## config.mk

```make
export PLATFORM = sky130hd
export DESIGN_NAME = ami_slot_scheduler
export DESIGN_NICKNAME = d
export VERILOG_FILES = /design/src/rtl/ami_slot_scheduler.sv
export SDC_FILE = /design/constraint.sdc
export NUM_CORES = 1
export LEC_CHECK = 0
export CAP_MARGIN = 10
export CORE_MARGIN = 4
export CORE_UTILIZATION = 38
export DETAILED_ROUTE_END_ITERATION = 10
export PLACE_DENSITY = 0.8
export SETUP_SLACK_MARGIN = 0.02
export SLEW_MARGIN = 20
export SYNTH_ARGS = -nofsm -noshare
export SYNTH_HDL_FRONTEND = slang
export SYNTH_SLANG_ARGS = --single-unit
```

## constraint.sdc

```tcl
create_clock -name sys_clk -period 2.1 [get_ports sys_clk]
set_input_delay 0.21 -clock sys_clk [delete_from_list [all_inputs] [get_ports sys_clk]]
set_output_delay 0.21 -clock sys_clk [all_outputs]
set_load 0.02 [all_outputs]
```

## src/rtl/ami_slot_scheduler.sv

```systemverilog
// rtl/ami_slot_scheduler.sv - round-robin word-slot scheduler feeding the AMI line encoder
// One load cycle plus WORD_W-1 shift cycles per slot; empty slots carry IDLE_WORD.
module ami_slot_scheduler #(
  parameter int                WORD_W    = 16,
  parameter logic [WORD_W-1:0] IDLE_WORD = '0
) (
  input  logic              sys_clk,
  input  logic              sys_rst,
  input  logic              run,
  input  logic [1:0]        req_valid,
  input  logic [WORD_W-1:0] req_data0,
  input  logic [WORD_W-1:0] req_data1,
  output logic [1:0]        req_ready,
  output logic              enc_en,
  output logic [WORD_W-1:0] enc_data,
  output logic              slot_start,
  output logic [1:0]        slot_src,
  output logic              underrun,
  output logic [15:0]       word_cnt
);

  localparam int CW = (WORD_W > 1) ? $clog2(WORD_W) : 1;

  logic [CW-1:0] slot_cnt;
  logic          active;
  logic          rr_last;
  logic          load_cyc;
  logic          start;
  logic          grant_any;
  logic          grant_sel;

  always_comb begin
    load_cyc  = (slot_cnt == '0);
    start     = load_cyc & run & ~sys_rst;
    grant_any = start & (|req_valid);
    // with both requesters pending, the one not served last wins
    grant_sel = (&req_valid) ? ~rr_last : req_valid[1];
    req_ready = 2'b00;
    enc_data  = IDLE_WORD;
    if (grant_any) begin
      req_ready[grant_sel] = 1'b1;
      enc_data             = grant_sel ? req_data1 : req_data0;
    end
    enc_en     = ~load_cyc & ~sys_rst;
    slot_start = start;
  end

  always_ff @(posedge sys_clk or posedge sys_rst) begin
    if (sys_rst) begin
      slot_cnt <= '0;
      active   <= 1'b0;
      rr_last  <= 1'b1;
      slot_src <= 2'b00;
      underrun <= 1'b0;
      word_cnt <= 16'h0000;
    end else begin
      underrun <= 1'b0;
      if (!load_cyc) begin
        slot_cnt <= (slot_cnt == CW'(WORD_W - 1)) ? '0 : slot_cnt + CW'(1);
      end else if (run) begin
        slot_cnt <= CW'(1);
        active   <= 1'b1;
        if (grant_any) begin
          rr_last  <= grant_sel;
          word_cnt <= word_cnt + 16'h0001;
          slot_src <= grant_sel ? 2'b10 : 2'b01;
        end else begin
          slot_src <= 2'b00;
          underrun <= active;
        end
      end else begin
        active   <= 1'b0;
        slot_src <= 2'b00;
      end
    end
  end

endmodule
```

==> changes_impl.md <==
### Changed

- Run status: finished with violations
- Failing checks: negative setup slack
- Clk buf depth: 2
- Comb area: a little over 700 um^2
- Sequential share of power: between 30% and 40%
- RR Startpoint: slot_cnt[1]$_DFFE_PP0P_
- DR vias/cell: slightly below 5
- Setup bufs post-CTS: 7
- DIE AREA: 4530 um^2
- R2R Path End: word_cnt[15]$_DFFE_PP0P_
- Power Dens Cells: 740 nW/um^2
- P_comb: around 0.92 mW
- Pre-Place Util: around two fifths
- Crit path required time: 1890 ps
- Most numerous logic cells after layout: clkdlybuf4s50_1 (55), dfrtp_1 (24), buf_4 (21), buf_6 (17), a22o_1 (16)
- Final setup vio count: 4
- Layout clock area frac: approximately 1.1%
- Setup ws final: -65.0 ps
- Clock sink count: 25
- Fmax: around 0.46 GHz
- WL met3: 115 um
- Tap Cells: 46
- Nets at Floorplan: about 170
- Via Count: 1,342
- CP top delay family: simple AND/OR/NAND/NOR gates
- Post-Synth AOI/OAI Area: between 10% and 20%
- Ant diodes: 0
- CTS tree: done
- First-pass DRT Iterations: 4
- Post_cts resized: 89
- Most used cell, CP: buf_6
- Total Wirelength: 4470 um
- Critical Path Start Type: flip-flop
- Combinational power share: between 50% and 60%
==> Yosys cell counts <==
cell type / instances
nor4_4: 1
and4_1: 1
dfrtp_1: 24
o31ai_1: 1
dfstp_2: 1
a21oi_1: 1
ha_1: 3
nor3_1: 2
or4_4: 1
or3b_1: 1
nand4_1: 3
nand3_1: 5
nand2b_1: 2
nand2_1: 14
nor2_1: 11
inv_1: 6
a22o_1: 16
and3_1: 2
a222oi_1: 1
xor2_1: 5
nand4bb_4: 1
o21ai_0: 2
nor4_2: 1
or2_2: 1
xnor2_1: 11
or2_1: 1
o41ai_1: 1
o21bai_1: 1
buf_2: 4
a21o_1: 3
clkbuf_1: 1
==> flip-flops by register name, indices dropped and copies added, names as in the netlist <==
register and count:
word_cnt 16, slot_cnt 4, rr_last 1, active 1
underrun 1, slot_src 2
**M1 wires**

Supply wires on this layer in gray.
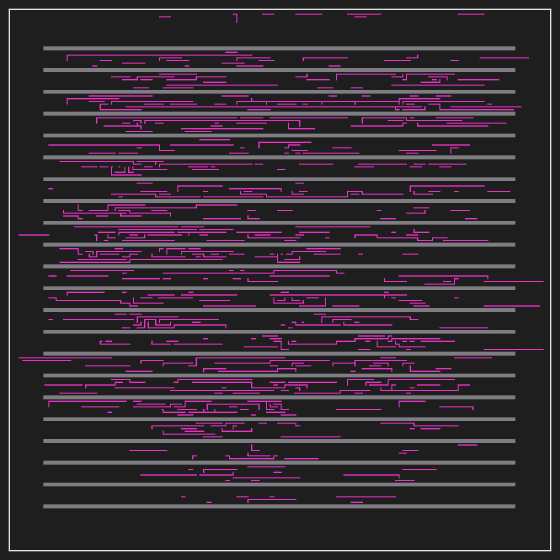
longest straight run	36.8 um
nets with wire on the layer	238
wire length on this layer	1,770 um
share of all routed wire	40%

**Floorplan with the power grid**

Pins as bars on the die edge.
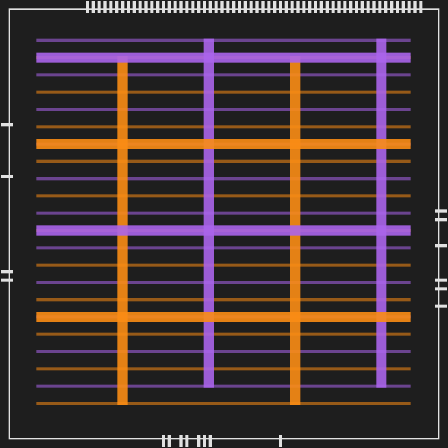
net	color
VDD	purple
VSS	orange
met1 rails	22
met4 straps	4
signal pins	76
met5 straps	4
rows	21
Core ar.: 3360 um^2
Die W: 67.3 um
Die Y: 67.3 um
Worst VDD drop: 0.000696 V

**The clock network**

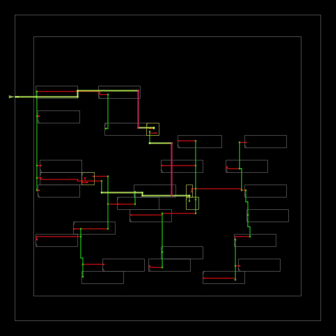
clkbuf count: 4
seq_cells: 25
Num CTS Buffers: 3

**Register map, names as in the netlist**

Other sequential cells in the stronger gray, the rest of the logic in the fainter gray.
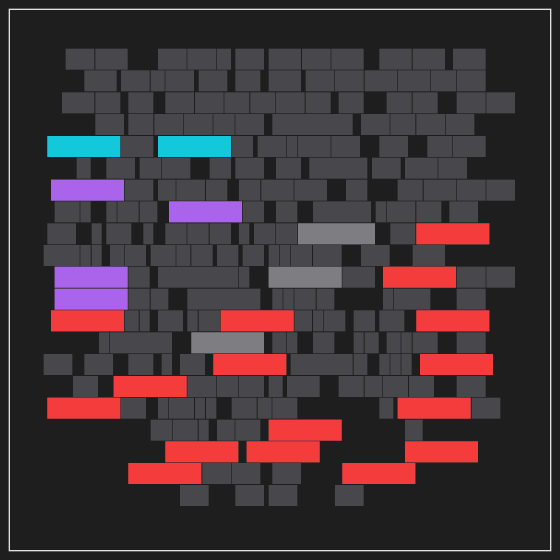
signal	color	flops
`slot_src`	cyan	2
`slot_cnt`	purple	4
`word_cnt`	red	16
not colored	3
Layout Utilization: 72.2%
fraction of area in registers: 25.8%
Sequential Area: 627 um^2
sequential power: 0.662 mW

**Gate-type map**

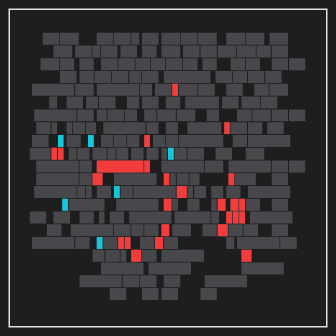
family	color	cells	most used
inv cells	cyan	6	inv_1
nand cells	red	25	nand2_1
Top cell excl fill/tap: clkdlybuf4s50_1
Final Non-Filler Cells: 273
multi-input combinational area share: 29.0%

Power figures rest on the tool's default switching activity, not on a simulated workload.
